Fig. 1: a small window of the routed layout
Window x 87 to 112, y 87 to 112 um. Cells in grey, sequential cells in the stronger grey; small squares are vias.
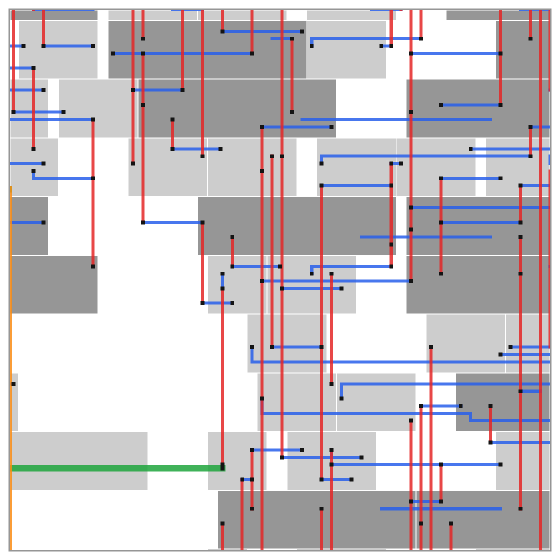
Fig. 2: track usage over the die
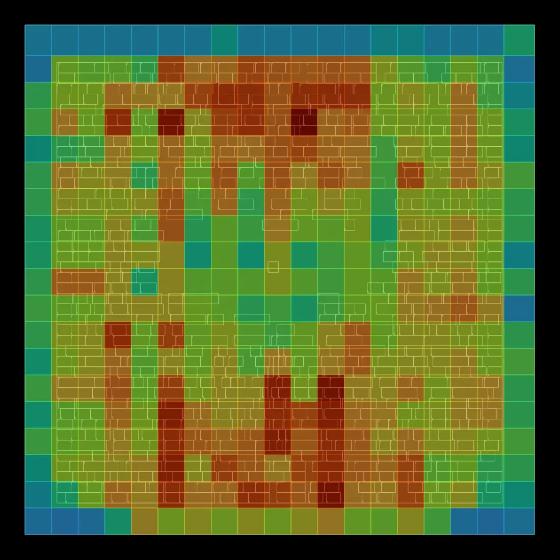
Fig. 3: the metal 1 layer
Drawn at 2 px/um.
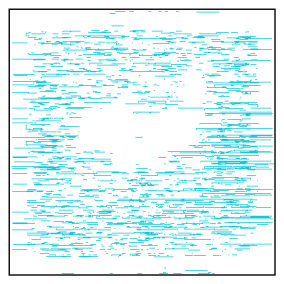
Fig. 4: sequential cells grouped by signal name
Drawn at 4 px/um.
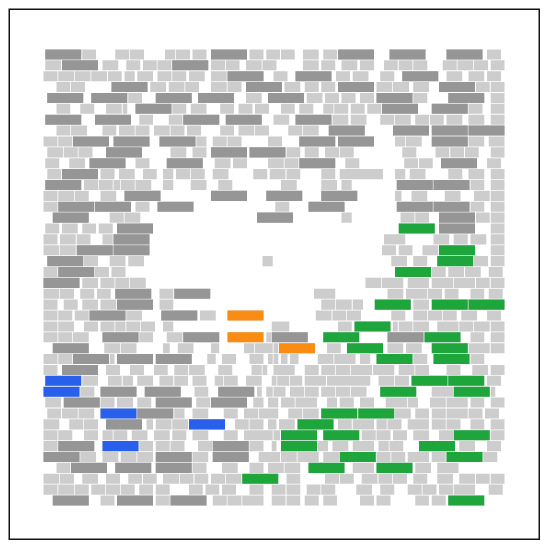
Fig. 5: selected gate families
Drawn at 2 px/um.
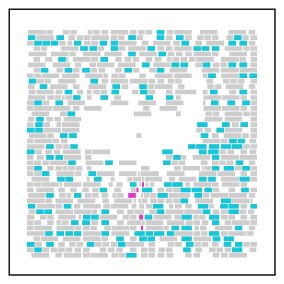
Design ex_mem_stage, sky130hd; sources not shown.
==> flow_metrics.tcl <==
# collected from the flow reports
set metrics [dict create \
    topCellsByArea "dfrtp_1, mux2_2, mux2_4" \
    fp-utilization 0.4500 \
    clock-sinks 144 \
    drive_gt1_frac 0.2974 \
    grt-ovfl-total 0 \
    ys_cells 360 \
    drv_cap 0 \
    cts_buffer_depth 2 \
    cts_resized 0 \
    place_congestion 0.8243 \
    p_comb_frac 0.577 \
    fmax_mhz 301.2 \
    drc_errors 0 \
    most_common_cell "dfrtp_1" \
    cp_cell_sequence "and2_1 -> clkdlybuf4s50_1" \
    postCtsHoldBufs 0 \
    powerDensity_mw_per_mm2 540.1 \
    grt_max_degree 113 \
    hold_viol 0 \
    worst_slew_pin_slew_ps 1228 \
    arrival_ps 2260 \
    yosysUniqueCellTypes 23 \
    power_mw 5.148 \
    fin_tns_setup_ps 0 \
    die_area_mm2 0.01746 \
    ir_drop_uv 355.1 \
    placed_cells 840 \
    flop_cell "dfrtp_1" \
    clkTransAtPathRegs_ps 120 \
    antenna_found_initial 1 \
    top_area_cell "dfrtp_1" \
    ys.flops 144 \
    htreeDepth 4 \
    worstHoldPathCells 1 \
    post-route-period-util 0.6265 \
    synth.cell_area_mm2 0.005936 \
    slowest_delay_ps 1160 \
    common_cells "dfrtp_1, mux2_2, mux2_4, clkbuf_1" \
    clkLatencyLatePin_ps 540 \
    yosys_area_mm2 0.005936 \
    cts-root-buf "clkbuf_4" \
    final_nets 863 \
    yosys_warnings 0 \
    dpl_cell_area_mm2 0.009265 \
    pwr-share-seq 0.294 \
    critPathMaxFanout 5 \
    rrSetupSlack_ps 3190 \
    setup_viol 0 \
    switching_share 0.5258 \
    synth_seq_share 0.6071 \
    cp_slowest_cell "clkdlybuf4s50_1" \
    cp.required_ps 4240 \
    pwr-share-clk 0.130 \
    die_w_um 132.1 \
    io_pins 319 \
    final_area_mm2 0.009532 \
    num-fill-cells 880 \
    post_cts_buffers 0 \
    grt_use_total 0.2095 \
    maxSlewViolCount 0 \
    cts_buffers 17 \
    slew_headroom 0.1793 \
    edf_count 0 \
    p_int_mw 2.441 \
    skew_ps 15.71 \
    path_class "reg2out" \
    syn_area_per_cell_um2 16.49 \
    warning_count 31 \
    async_flop_share 1.000 \
    cp-start-kind "flop" \
    status "complete, no violations" \
    first_iter_violations 160 \
    fp.coreArea_mm2 0.01319 \
    p_leak_nw 3.938 \
    synthCells 360 \
    ant_nets 0 \
    rsz0062_at_grt "false" \
    yosysTopAreaCellShare 0.6071 \
    wl_per_cell_um 20.86 \
    dp_hpwl_um 14290 \
    crit_path_end_kind "output pin" \
    grt_pass1_wl_um 28100 \
    p_switching_mw 2.707 \
    first_pass_iters 4 \
]
Notes on Fig. 1 above:
legend:
  met1:
    colour: blue
  met3:
    colour: green
  met2:
    colour: red
  met4:
    colour: orange
most frequent: clkdlybuf4s50_1 (12), dfrtp_1 (8), mux2_2 (5)
cells with their middle in the window: 28
sequential cells in the window: 8

Notes on Fig. 2 above:
fin util: 0.7226
met1 usage: 0.2064
M2 GR Usage: 0.3621

Notes on Fig. 3 above:
share of all routed wire: 36%
main direction: horizontal
longest straight run: 53.4 um
nets with wire on the layer: 773
wire length on this layer: 6500 um
vias: 4323
Post-Route WL: 18210 um

Notes on Fig. 4 above:
legend:
  `mem_regdst`:
    colour: blue
    flops: 5
    where: lower left
  `u_redirect_ctrl.cnt_q`:
    colour: orange
    flops: 3
  `u_redirect_ctrl.redirect_pc`:
    colour: green
    flops: 32
sequential cell area share: 0.3781
register area: 0.003603 mm2
sequential power: 1.51 mW

Notes on Fig. 5 above:
legend:
  NOR gates:
    colour: magenta
    cells: 5
  multiplexers:
    colour: cyan
    cells: 172
    where: all over the die
Top cell excl fill/tap: clkdlybuf4s50_1
fin cells: 873

## cell families after synthesis
logic type | share of synthesized area
and+or+nand+nor | 0.01750
AOI/OAI and AO/OA | 0.004427
muxes | 0.3442
buffers and inverters | 0.02256
DFF | 0.6071
adders and majority gates | 0.004215
## critical path, delay by kind of cell (launching register included)
| kind | cells | cell delay, ps |
|---|---|---|
| buffers and inverters | 1 | 1160 |
| DFF | 1 | 420 |
| and+or+nand+nor | 1 | 140 |
## cells in the final DEF, fill, tap and decap left out, types with 3 or more instances in the layout
| master | count |
|---|---|
| nor2_1 | 3 |
| nand2_1 | 4 |
| clkinv_1 | 3 |
| clkdlybuf4s50_1 | 317 |
| clkinvlp_4 | 4 |
| clkbuf_4 | 19 |
| mux2_4 | 29 |
| clkinv_2 | 4 |
| and2_1 | 3 |
| mux2_2 | 141 |
| dfrtp_1 | 144 |
## power by group through the flow
stage                     Sequential, mW  Clock (mW)  Combinational (mW)
after floorplan                     3.30           0               0.397
after global placement              1.51           0                2.95
after detailed placement            1.53           0                2.99
after CTS                           1.51       0.693                2.99
after global routing                1.54       0.733                3.04
final                               1.51       0.668                2.97
## area by class of cell
cell class | count | area (um2) | share of cell area
diodes | 1 | 2.502 | 0.0002625
clock buffers | 19 | 142.6 | 0.01496
clock inverters | 13 | 121.4 | 0.01273
inverters | 3 | 16.27 | 0.001706
multi-input cells | 196 | 2206 | 0.2314
flip-flops and latches | 144 | 3603 | 0.3781
well taps | 176 | 220.2 | 0.02310
repair buffers | 321 | 3219 | 0.3378
## per-layer routing
| metal | up-vias | global-route usage | share of wire |
|---|---|---|---|
| met2 | 201 | 0.3621 | 0.51 |
| met5 | - | 0 | 0 |
| met4 | 0 | 0.1002 | 0.033 |
| li1 | 1932 | - | - |
| met1 | 2147 | 0.2064 | 0.36 |
| met3 | 43 | 0.1021 | 0.096 |
## through the flow
step                setup WS [ps]  utilization
floorplan                    2439            -
global placement             1915       0.7024
detailed placement           1847       0.7024
CTS                          1905       0.7224
global route                 1878       0.7226
finish                       1980       0.7226
Power and IR drop assume default switching activity.
